<file path="config.mk">
export PLATFORM = sky130hd
export DESIGN_NAME = ahb3lite_gpio
export DESIGN_NICKNAME = d
export VERILOG_FILES = /design/src/rtl/ahb3lite_gpio.sv
export SDC_FILE = /design/constraint.sdc
export NUM_CORES = 1
export LEC_CHECK = 0
export ABC_CLOCK_PERIOD_IN_PS = 1700
export CAP_MARGIN = 15
export CORE_MARGIN = 3
export CORE_UTILIZATION = 38
export DETAILED_ROUTE_END_ITERATION = 12
export GPL_ROUTABILITY_DRIVEN = 0
export PLACE_DENSITY_LB_ADDON = 0.15
export SYNTH_ARGS = -nofsm -noshare
export SYNTH_HDL_FRONTEND = slang
export SYNTH_SLANG_ARGS = --single-unit
</file>
<file path="constraint.sdc">
create_clock -name HCLK -period 1.7 [get_ports HCLK]
set_input_delay 0.425 -clock HCLK [delete_from_list [all_inputs] [get_ports HCLK]]
set_output_delay 0.425 -clock HCLK [all_outputs]
set_load 0.01 [all_outputs]
</file>
<file path="src/rtl/ahb3lite_gpio.sv">
// AHB3-Lite GPIO slave: zero-wait-state register file with output,
// direction, synchronised inputs and rising-edge interrupt status.
module ahb3lite_gpio #(
  parameter int HADDR_SIZE  = 32,
  parameter int HDATA_SIZE  = 32,
  parameter int GPIO_WIDTH  = 8,
  parameter int SYNC_STAGES = 2
) (
  input  logic                  HCLK,
  input  logic                  HRESETn,
  input  logic                  HSEL,
  input  logic [HADDR_SIZE-1:0] HADDR,
  input  logic [HDATA_SIZE-1:0] HWDATA,
  output logic [HDATA_SIZE-1:0] HRDATA,
  input  logic                  HWRITE,
  input  logic [2:0]            HSIZE,
  input  logic [2:0]            HBURST,
  input  logic [3:0]            HPROT,
  input  logic [1:0]            HTRANS,
  output logic                  HREADYOUT,
  input  logic                  HREADY,
  output logic                  HRESP,
  input  logic [GPIO_WIDTH-1:0] gpio_i,
  output logic [GPIO_WIDTH-1:0] gpio_o,
  output logic [GPIO_WIDTH-1:0] gpio_oe,
  output logic                  irq_o
);

  localparam int W = GPIO_WIDTH;

  logic         dp_act;
  logic         dp_write;
  logic [2:0]   dp_off;
  logic [2:0]   dp_size;
  logic [1:0]   dp_lo;
  logic         accept;

  logic [W-1:0] dout, dir, ien, istat;
  logic [W-1:0] dout_n, dir_n, ien_n, istat_n;
  logic [W-1:0] sync_q [SYNC_STAGES];
  logic [W-1:0] sync_d;
  logic [W-1:0] din, rise, wm, clr, rdv;
  logic [HDATA_SIZE-1:0] lane;
  logic [HDATA_SIZE-1:0] rd;
  logic         we;
  logic         unused_bits;

  assign accept    = HSEL & HREADY & HTRANS[1];
  assign HREADYOUT = 1'b1;
  assign HRESP     = 1'b0;
  assign gpio_o    = dout;
  assign gpio_oe   = dir;
  assign HRDATA    = rd;
  assign unused_bits = ^{HADDR, HWDATA, HBURST, HPROT, HTRANS[0]};

  always_ff @(posedge HCLK or negedge HRESETn) begin
    if (!HRESETn) begin
      dp_act   <= 1'b0;
      dp_write <= 1'b0;
      dp_off   <= '0;
      dp_size  <= '0;
      dp_lo    <= '0;
    end else if (HREADY) begin
      dp_act   <= accept;
      dp_write <= HWRITE;
      dp_off   <= HADDR[4:2];
      dp_size  <= HSIZE;
      dp_lo    <= HADDR[1:0];
    end
  end

  always_comb begin
    lane = '0;
    unique case (dp_size)
      3'd0:    lane = 32'h0000_00FF << {dp_lo, 3'b000};
      3'd1:    lane = 32'h0000_FFFF << {dp_lo[1], 4'b0000};
      default: lane = '1;
    endcase
  end

  assign we = dp_act & dp_write;
  assign wm = HWDATA[W-1:0] & lane[W-1:0];

  // Pin synchroniser plus one delay flop for edge detection
  always_ff @(posedge HCLK or negedge HRESETn) begin
    if (!HRESETn) begin
      for (int i = 0; i < SYNC_STAGES; i++) sync_q[i] <= '0;
      sync_d <= '0;
    end else begin
      sync_q[0] <= gpio_i;
      for (int i = 1; i < SYNC_STAGES; i++) sync_q[i] <= sync_q[i-1];
      sync_d <= sync_q[SYNC_STAGES-1];
    end
  end

  assign din  = sync_q[SYNC_STAGES-1];
  assign rise = din & ~sync_d;

  always_comb begin
    dout_n = dout;
    dir_n  = dir;
    ien_n  = ien;
    clr    = '0;
    if (we) begin
      unique case (dp_off)
        3'd0:    dout_n = (dout & ~lane[W-1:0]) | wm;
        3'd2:    dir_n  = (dir & ~lane[W-1:0]) | wm;
        3'd3:    dout_n = dout | wm;
        3'd4:    dout_n = dout & ~wm;
        3'd5:    dout_n = dout ^ wm;
        3'd6:    ien_n  = (ien & ~lane[W-1:0]) | wm;
        3'd7:    clr    = wm;
        default: ;
      endcase
    end
    // A new rise beats a simultaneous write-1-to-clear
    istat_n = (istat & ~clr) | rise;
  end

  always_ff @(posedge HCLK or negedge HRESETn) begin
    if (!HRESETn) begin
      dout  <= '0;
      dir   <= '0;
      ien   <= '0;
      istat <= '0;
      irq_o <= 1'b0;
    end else begin
      dout  <= dout_n;
      dir   <= dir_n;
      ien   <= ien_n;
      istat <= istat_n;
      irq_o <= |(istat & ien);
    end
  end

  always_comb begin
    rd  = '0;
    rdv = '0;
    if (dp_act && !dp_write) begin
      unique case (dp_off)
        3'd0:    rdv = dout;
        3'd1:    rdv = din;
        3'd2:    rdv = dir;
        3'd6:    rdv = ien;
        3'd7:    rdv = istat;
        default: rdv = '0;
      endcase
    end
    rd[W-1:0] = rdv;
  end

endmodule

</file>
==> ci_impl_report.md <==
## Synthesis and layout report

| Metric | Value |
|---|---|
| Combinational share of cell area | `33.77%` |
| Dpl ws | `-482.5 ps` |
| Crit path from | `dp_off[2]` |
| Seq pwr | `0.00200 W` |
| Worst setup margin | `-420.8 ps` |
| Flop2flop setup slack | `-130 ps` |
| DRC viols | `0` |
| Worst r2r path cells | `10` |
| Router iterations before antenna repair | `4` |
| Clock skew after layout | `6.911 ps` |
| Outcome | `complete, but fails checks` |
| Main area contributors | `dfrtp_1, mux2_2, buf_4` |
| Post-Synthesis Cells | `283` |
| Dpl cells | `488` |
| Synthesized area per cell | `11.36 µm²` |
| First-pass GRT wire length | `14350 µm` |
| Post-synth seq share | `52.16%` |
| Critical path launch point type | `flop` |
| Setup violators final | `27` |
| Slowest CP cell | `dfrtp_1` |
| Flip-flops | `67` |
| Routed met1 length | `3853 µm` |
| M1 GR Usage | `24.61%` |
| Top cell area share | `52.16%` |
| CTS resizes | `102` |
| Area share of buffers outside the clock network | `25.41%` |
| Failing checks | `setup timing` |
| # nets final | `516` |
| Die Size | `9598 µm²` |
| Layout clock buffer count | `12` |
==> critical path: cells and delay by family, from the launching register on <==
kind / cells / cell delay [ps]
buffers and inverters: 3 / 500
flip-flops: 1 / 400
AND-OR/OR-AND: 2 / 250
AND/OR/NAND/NOR: 1 / 200
==> kinds of logic after synthesis <==
group / after synthesis / synth area share, %
AND/OR/NAND/NOR: 59 / 10.16
other: 2 / 0.2336
AND-OR/OR-AND: 66 / 14.25
adder cells (fa/ha/maj): 8 / 3.114
multiplexers: 31 / 10.55
buffers and inverters: 50 / 9.537
flip-flops: 67 / 52.16
==> per-stage QoR <==
stage	TNS [ps]	power, W
final	-4181	0.005211
after global routing	-6425	0.005514
after CTS	-4796	0.005093
after detailed placement	-4622	0.003532
after global placement	-4115	0.003497
after floorplan	-0.5563	0.002694
Routing congestion map:
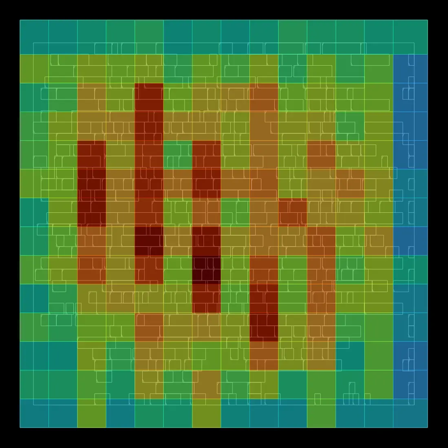
GR Util met3: 4.786%
gr busiest metal: met2
all-layer global routing usage: 19.19%

Wiring by layer:
Drawn at 3 px/µm.
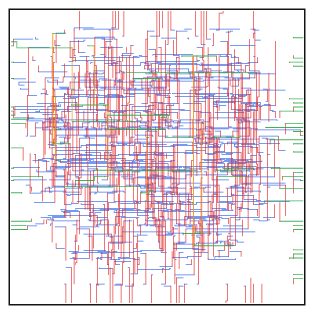
legend:
  orange:
    layer: metal 4
    wire_length: 247 µm
  blue:
    layer: metal 1
    wire_length: 3850 µm
  red:
    layer: metal 2
    wire_length: 4430 µm
  green:
    layer: metal 3
    wire_length: 513 µm
Routed WL: 9040 µm
Via Count: 2635
wire per inst: 17.25 µm

Routed clock nets over the placement:
Drawn at 4 px/µm.
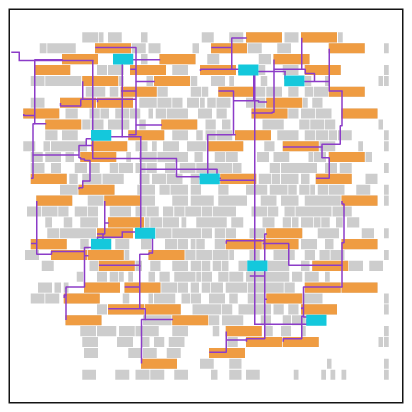
legend:
  orange:
    item: flip-flops
    count: 67
  cyan:
    item: clock drivers
    count: 9
  purple:
    item: clock wires
    length: 907 µm
flops lie: widely spread
Clock power frac: 26.1%
Insertion Delay late pin: 350 ps

Wiring heat map:
Drawn at 4 px/µm. The die is cut into 20 by 20 equal tiles; dark purple is low, yellow is high, scaled to the fullest tile. Values are wire area over tile area, all layers added.
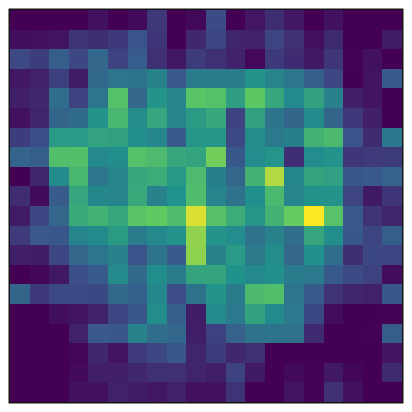
nearly empty tiles: 14%
mean over tiles: 0.15
emptiest ninth of the die: bottom left
tiles over half the peak: 19%
densest ninth of the die: middle
fullest tile: 0.53

Metal 3:
Drawn at 3 px/µm.
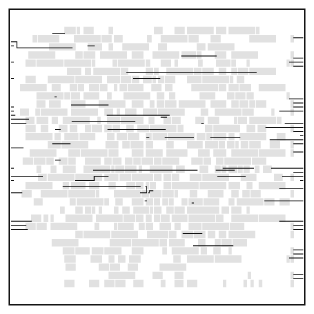
main direction: horizontal
wire length on this layer: 513 µm
longest straight run: 43.2 µm
share of all routed wire: 5.7%

No activity file was given, so power comes from the tool's default toggle rates.
